### Supply network, run 1

Scale bar: 20 um. Pins as bars on the die edge. Tap cells in gray.
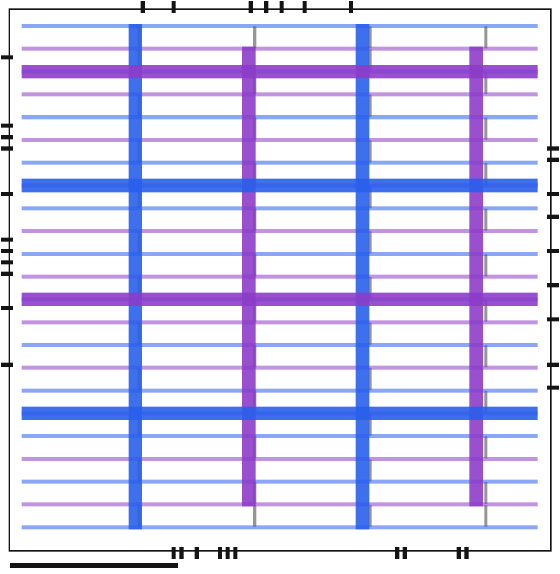
### Cells colored by class, run 1

Scale bar: 20 um.
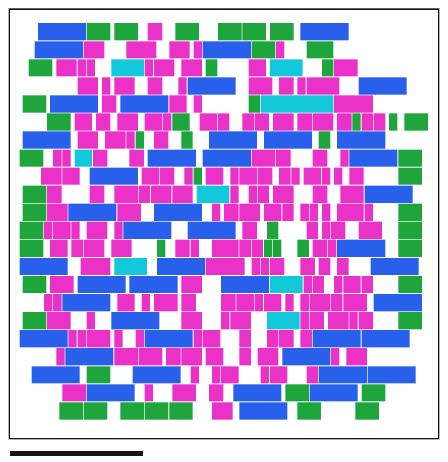
### Clock network drawn from the DEF, run 1

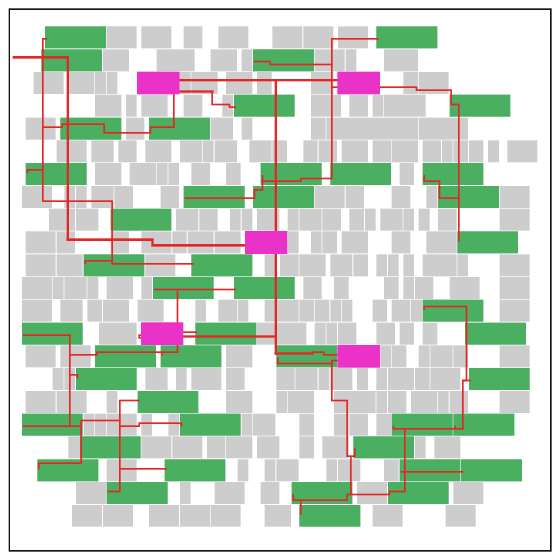
===== src/rtl/tx_frame_packetizer_if.sv =====
// Bus bundle for the TX frame packetizer: frame request, RAM read port,
// UART TX FIFO write port and frame status.
interface tx_frame_packetizer_if #(
    parameter int ADDR_W = 13
);
    logic              frame_tick;
    logic              ram_re;
    logic [ADDR_W-1:0] ram_addr;
    logic [7:0]        ram_rdata;
    logic              fifo_full;
    logic              push;
    logic [7:0]        push_data;
    logic              busy;
    logic              frame_done;

    // Packetizer side
    modport master (
        input  frame_tick,
        input  ram_rdata,
        input  fifo_full,
        output ram_re,
        output ram_addr,
        output push,
        output push_data,
        output busy,
        output frame_done
    );

    // Environment side (RAM, FIFO, frame scheduler)
    modport slave (
        output frame_tick,
        output ram_rdata,
        output fifo_full,
        input  ram_re,
        input  ram_addr,
        input  push,
        input  push_data,
        input  busy,
        input  frame_done
    );
endinterface


===== src/rtl/tx_frame_packetizer.sv =====
// TX frame packetizer: on frame_tick, streams one packet into the UART TX
// FIFO: SYNC0, SYNC1, 16-bit big-endian length, payload bytes read from RAM
// addresses 0..PAYLOAD_BYTES-1, then the XOR of the payload bytes.
// Every output is registered; a push is decided from fifo_full in the cycle
// before the push becomes visible, so a stall never drops or repeats a byte.
module tx_frame_packetizer #(
    parameter int         PAYLOAD_BYTES = 4800,
    parameter int         ADDR_W        = 13,
    parameter logic [7:0] SYNC0         = 8'hAA,
    parameter logic [7:0] SYNC1         = 8'h55
) (
    input  logic                   clk,
    input  logic                   reset,
    tx_frame_packetizer_if.master  bus
);

    localparam logic [15:0]       LEN_VAL   = 16'(PAYLOAD_BYTES);
    localparam logic [ADDR_W-1:0] LAST_ADDR = ADDR_W'(PAYLOAD_BYTES - 1);

    typedef enum logic [3:0] {
        IDLE    = 4'd0,
        HDR0    = 4'd1,
        HDR1    = 4'd2,
        LEN_H   = 4'd3,
        LEN_L   = 4'd4,
        RD_REQ  = 4'd5,
        RD_WAIT = 4'd6,
        PAY     = 4'd7,
        CKSUM   = 4'd8,
        DONE    = 4'd9
    } state_t;

    // Running checksum update: the packet check byte is a plain XOR fold.
    function automatic logic [7:0] cksum_fold(input logic [7:0] acc, input logic [7:0] data);
        return acc ^ data;
    endfunction

    state_t            state_r,      state_s;
    logic              ram_re_r,     ram_re_s;
    logic [ADDR_W-1:0] ram_addr_r,   ram_addr_s;
    logic [7:0]        hold_r,       hold_s;
    logic [7:0]        cksum_r,      cksum_s;
    logic              push_r,       push_s;
    logic [7:0]        push_data_r,  push_data_s;
    logic              busy_r,       busy_s;
    logic              frame_done_r, frame_done_s;

    // Next-state and next-output decode; ram_re/ram_addr are set on entry to
    // RD_REQ so the RAM sees them during RD_REQ and answers during RD_WAIT.
    always_comb begin
        state_s      = state_r;
        ram_re_s     = 1'b0;
        ram_addr_s   = ram_addr_r;
        hold_s       = hold_r;
        cksum_s      = cksum_r;
        push_s       = 1'b0;
        push_data_s  = 8'h00;
        busy_s       = busy_r;
        frame_done_s = 1'b0;

        case (state_r)
            IDLE: begin
                if (bus.frame_tick) begin
                    state_s    = HDR0;
                    cksum_s    = 8'h00;
                    ram_addr_s = {ADDR_W{1'b0}};
                    busy_s     = 1'b1;
                end else begin
                    busy_s     = 1'b0;
                end
            end
            HDR0: begin
                if (!bus.fifo_full) begin
                    push_s      = 1'b1;
                    push_data_s = SYNC0;
                    state_s     = HDR1;
                end else begin
                    state_s     = HDR0;
                end
            end
            HDR1: begin
                if (!bus.fifo_full) begin
                    push_s      = 1'b1;
                    push_data_s = SYNC1;
                    state_s     = LEN_H;
                end else begin
                    state_s     = HDR1;
                end
            end
            LEN_H: begin
                if (!bus.fifo_full) begin
                    push_s      = 1'b1;
                    push_data_s = LEN_VAL[15:8];
                    state_s     = LEN_L;
                end else begin
                    state_s     = LEN_H;
                end
            end
            LEN_L: begin
                if (!bus.fifo_full) begin
                    push_s      = 1'b1;
                    push_data_s = LEN_VAL[7:0];
                    ram_re_s    = 1'b1;
                    state_s     = RD_REQ;
                end else begin
                    state_s     = LEN_L;
                end
            end
            RD_REQ: begin
                state_s = RD_WAIT;
            end
            RD_WAIT: begin
                hold_s  = bus.ram_rdata;
                state_s = PAY;
            end
            PAY: begin
                if (!bus.fifo_full) begin
                    push_s      = 1'b1;
                    push_data_s = hold_r;
                    cksum_s     = cksum_fold(cksum_r, hold_r);
                    if (ram_addr_r == LAST_ADDR) begin
                        state_s = CKSUM;
                    end else begin
                        ram_addr_s = ram_addr_r + {{(ADDR_W-1){1'b0}}, 1'b1};
                        ram_re_s   = 1'b1;
                        state_s    = RD_REQ;
                    end
                end else begin
                    state_s = PAY;
                end
            end
            CKSUM: begin
                if (!bus.fifo_full) begin
                    push_s      = 1'b1;
                    push_data_s = cksum_r;
                    state_s     = DONE;
                end else begin
                    state_s     = CKSUM;
                end
            end
            DONE: begin
                frame_done_s = 1'b1;
                busy_s       = 1'b0;
                ram_addr_s   = {ADDR_W{1'b0}};
                state_s      = IDLE;
            end
            default: begin
                busy_s     = 1'b0;
                ram_addr_s = {ADDR_W{1'b0}};
                state_s    = IDLE;
            end
        endcase
    end

    // State and output registers; reset aborts any packet in flight at once.
    always_ff @(posedge clk) begin
        if (reset) begin
            state_r      <= IDLE;
            ram_re_r     <= 1'b0;
            ram_addr_r   <= {ADDR_W{1'b0}};
            hold_r       <= 8'h00;
            cksum_r      <= 8'h00;
            push_r       <= 1'b0;
            push_data_r  <= 8'h00;
            busy_r       <= 1'b0;
            frame_done_r <= 1'b0;
        end else begin
            state_r      <= state_s;
            ram_re_r     <= ram_re_s;
            ram_addr_r   <= ram_addr_s;
            hold_r       <= hold_s;
            cksum_r      <= cksum_s;
            push_r       <= push_s;
            push_data_r  <= push_data_s;
            busy_r       <= busy_s;
            frame_done_r <= frame_done_s;
        end
    end

    assign bus.ram_re     = ram_re_r;
    assign bus.ram_addr   = ram_addr_r;
    assign bus.push       = push_r;
    assign bus.push_data  = push_data_r;
    assign bus.busy       = busy_r;
    assign bus.frame_done = frame_done_r;

endmodule


===== src/flat_wrapper.sv =====
// flat-port wrapper written by rule: the top's interface ports become plain ports
module tx_frame_packetizer_flat 
#(
    parameter int         PAYLOAD_BYTES = 4800,
    parameter int         ADDR_W        = 13,
    parameter logic [7:0] SYNC0         = 8'hAA,
    parameter logic [7:0] SYNC1         = 8'h55
)
  (clk, reset, bus_frame_tick, bus_ram_rdata, bus_fifo_full, bus_ram_re, bus_ram_addr, bus_push, bus_push_data, bus_busy, bus_frame_done);
  tx_frame_packetizer_if #(.ADDR_W(ADDR_W)) bus_i ();
  input  logic clk;
  input  logic reset;
  input wire logic [$bits(bus_i.frame_tick)-1:0] bus_frame_tick;
  input wire logic [$bits(bus_i.ram_rdata)-1:0] bus_ram_rdata;
  input wire logic [$bits(bus_i.fifo_full)-1:0] bus_fifo_full;
  output wire logic [$bits(bus_i.ram_re)-1:0] bus_ram_re;
  output wire logic [$bits(bus_i.ram_addr)-1:0] bus_ram_addr;
  output wire logic [$bits(bus_i.push)-1:0] bus_push;
  output wire logic [$bits(bus_i.push_data)-1:0] bus_push_data;
  output wire logic [$bits(bus_i.busy)-1:0] bus_busy;
  output wire logic [$bits(bus_i.frame_done)-1:0] bus_frame_done;
  assign bus_i.frame_tick = bus_frame_tick;
  assign bus_i.ram_rdata = bus_ram_rdata;
  assign bus_i.fifo_full = bus_fifo_full;
  assign bus_ram_re = bus_i.ram_re;
  assign bus_ram_addr = bus_i.ram_addr;
  assign bus_push = bus_i.push;
  assign bus_push_data = bus_i.push_data;
  assign bus_busy = bus_i.busy;
  assign bus_frame_done = bus_i.frame_done;
  tx_frame_packetizer #(.PAYLOAD_BYTES(PAYLOAD_BYTES), .ADDR_W(ADDR_W), .SYNC0(SYNC0), .SYNC1(SYNC1)) u_core (.clk(clk), .reset(reset), .bus(bus_i));
endmodule

===== config.mk =====
export PLATFORM = sky130hd
export DESIGN_NAME = tx_frame_packetizer_flat
export DESIGN_NICKNAME = d
export VERILOG_FILES = /design/src/rtl/tx_frame_packetizer_if.sv /design/src/rtl/tx_frame_packetizer.sv /design/src/flat_wrapper.sv
export SDC_FILE = /design/constraint.sdc
export NUM_CORES = 1
export LEC_CHECK = 0
export CORE_UTILIZATION = 56
export DETAILED_ROUTE_END_ITERATION = 12
export GPL_TIMING_DRIVEN = 0
export PLACE_DENSITY = 0.84
export SYNTH_ARGS = -nofsm -noshare
export SYNTH_HDL_FRONTEND = slang
export SYNTH_SLANG_ARGS = --single-unit
export TNS_END_PERCENT = 30

===== constraint.sdc =====
create_clock -name clk -period 4.3 [get_ports clk]
set_input_delay 0.43 -clock clk [delete_from_list [all_inputs] [get_ports clk]]
set_output_delay 0.43 -clock clk [all_outputs]
set_load 0.02 [all_outputs]

==> flow_metrics.tcl, run 1 <==
# metrics dict for downstream scripts
set metrics [dict create \
    outcome "finished clean" \
    tightest_slew_ps 613 \
    tns_ps 0 \
    r2r_end "u_core.bus.ram_addr[0]" \
    layout_top_cells "dfxtp_1 (45), nor2_1 (36), clkdlybuf4s50_1 (35)" \
    comb_cells 183 \
    fp_nets 260 \
    largest_area_cell "dfxtp_1" \
    fin_crit_ps 1930 \
    synthCells 247 \
    antenna_found_initial 0 \
    comb_area_frac 0.439 \
    cp_num_buf_inv 1 \
    largestClassByArea "multi-input combinational cells" \
    xor_share 0.0801 \
    htree_levels 2 \
    drv_slew 0 \
    die-area_um2 4160 \
    async_reset_ff_frac 0 \
    detail-route-antenna-nets 0 \
    cts_root_buf "clkbuf_8" \
    synthDistinctLibCells 51 \
    edf_count 0 \
    holdWs_ps 482 \
    powerComb_uw 85.8 \
    busiest_layer "met2" \
    syn2layout_area_growth_pct 24.3 \
    overflow 0 \
    adder_share 0.00572 \
    cts.sinks 45 \
    clk_path_buf_depth 2 \
    worstSetupEndpointType "flop" \
    whs_endpoint "u_core.bus.busy" \
    warnings 26 \
    wl_um 5060 \
    cts_buffers 5 \
    required_ps 4480 \
    final-nonclk-buf-share 0.158 \
    area_leaders "dfxtp_1 (41%), xor2_1 (7.6%), nor2_1 (6.2%)" \
    power_uw 843 \
    most_common_cell "dfxtp_1" \
    arrival_ps 2110 \
]
Back to the opening pictures, 'Supply network':
net	color
VSS	blue
VDD	purple
tap cells	48
met4 straps	4
VDD IR max: 0.189 mV
die height: 64.5 um
Die X: 64.5 um
core area: 3690 um2

Back to the opening pictures, 'Cells colored by class':
class	color	cells
all other logic	magenta	186
clock drivers and dummy loads	cyan	8
other buffers and delay cells	green	51
flops	blue	45
final core occ: 0.736
Seq area share: 0.332

Back to the opening pictures, 'Clock network drawn from the DEF':
[flip-flops] green | count: 45
[clock wires] red | length: 505 um
[cells driving clock nets] magenta | count: 5
flops lie	spread over the die
routed clock nets	6
Worst-Skew Late Latency: 300 ps
clock share of power: 0.395
Clock Skews: 3.99 ps
clock-net power: 333 uW

==> inputs of run 2 (changes only) <==
--- a/config.mk
+++ b/config.mk
@@ -5,10 +5,10 @@
 export SDC_FILE = /design/constraint.sdc
 export NUM_CORES = 1
 export LEC_CHECK = 0
-export CORE_UTILIZATION = 56
+export CORE_UTILIZATION = 52
 export DETAILED_ROUTE_END_ITERATION = 12
 export GPL_TIMING_DRIVEN = 0
-export PLACE_DENSITY = 0.84
+export PLACE_DENSITY = 0.78
 export SYNTH_ARGS = -nofsm -noshare
 export SYNTH_HDL_FRONTEND = slang
 export SYNTH_SLANG_ARGS = --single-unit
==> constraint.sdc (replaced) <==
create_clock -name clk -period 1.8 [get_ports clk]
set_input_delay 0.18 -clock clk [delete_from_list [all_inputs] [get_ports clk]]
set_output_delay 0.18 -clock clk [all_outputs]
set_load 0.02 [all_outputs]
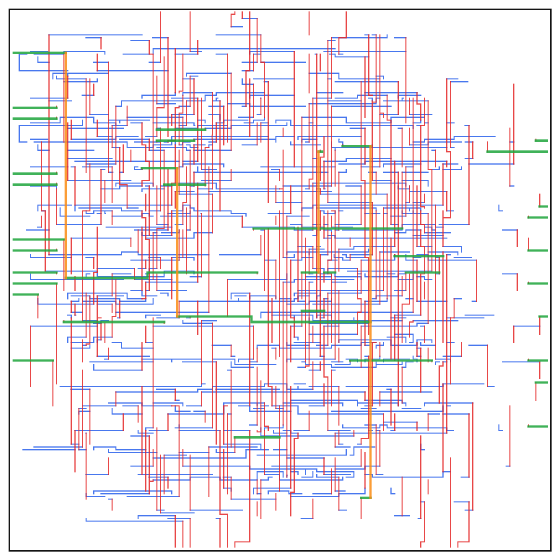
*Metal layers overlaid, run 2*
layer	color	wire length
met4	orange	105 um
met1	blue	2360 um
met2	red	2320 um
met3	green	217 um
final WL: 5000 um
wire per inst: 14.6 um
Via Count: 1898
Tot GR Track Use: 0.242

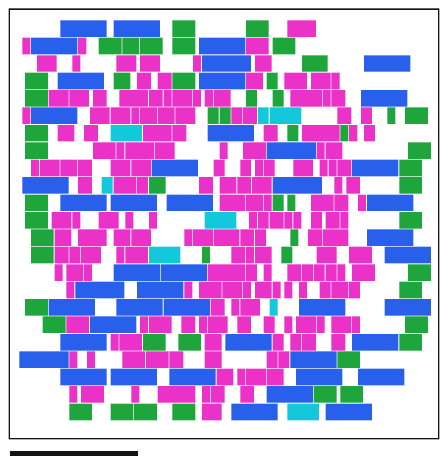
*Cells colored by class, run 2*
Scale bar: 20 um.
class	color	cells
flops	blue	45
other buffers and delay cells	green	52
all other logic	magenta	186
clock drivers and dummy loads	cyan	8
row count: 23
post-route cell area: 2740 um2
final core occ: 0.679
Seq area share: 0.332
core area: 4030 um2

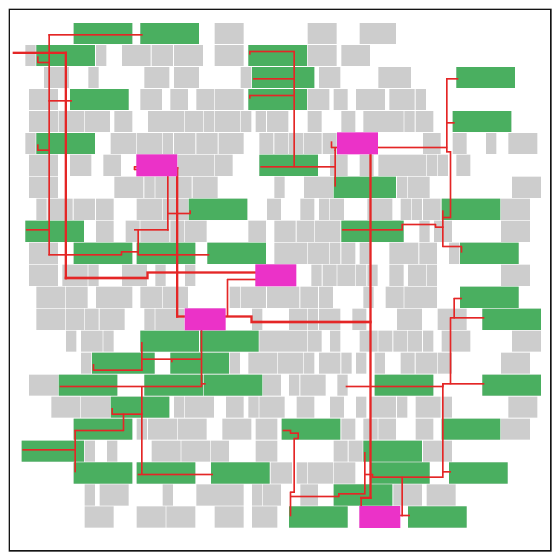
*Clock network drawn from the DEF, run 2*
[flip-flops] green | count: 45
[clock wires] red | length: 541 um
[cells driving clock nets] magenta | count: 5
routed clock nets	6
Worst-Skew Late Latency: 310 ps
clock-net power: 605 uW
Clock Skews: 3.45 ps
clock share of power: 0.330

==> flow_metrics.tcl, run 2 <==
# metrics dict for downstream scripts
set metrics [dict create \
    outcome "finished clean" \
    async_reset_ff_frac 0 \
    fin_crit_ps 1720 \
    whs_endpoint "u_core.bus.busy" \
    worstSetupEndpointType "flop" \
    tightest_slew_ps 623 \
    detail-route-antenna-nets 0 \
    largest_area_cell "dfxtp_1" \
    powerComb_uw 213 \
    cp_num_buf_inv 1 \
    required_ps 1980 \
    syn2layout_area_growth_pct 25.1 \
    r2r_end "u_core.cksum_r[1]" \
    dieHeight_um 66.8 \
    fp_nets 260 \
    clk_path_buf_depth 2 \
    layout_top_cells "dfxtp_1 (40), nor2_1 (35), clkdlybuf4s50_1 (35)" \
    warnings 27 \
    comb_area_frac 0.449 \
    ir_drop_mv 0.498 \
    busiest_layer "met2" \
    die-area_um2 4470 \
    cts_buffers 5 \
    synthCells 247 \
    xor_share 0.0801 \
    comb_cells 183 \
    htree_levels 2 \
    tns_ps 0 \
    area_leaders "dfxtp_1 (41%), xor2_1 (7.6%), nor2_1 (6.2%)" \
    holdWs_ps 266 \
    most_common_cell "dfxtp_1" \
    dieWidth_um 66.8 \
]
No activity file was given, so power comes from the tool's default toggle rates.
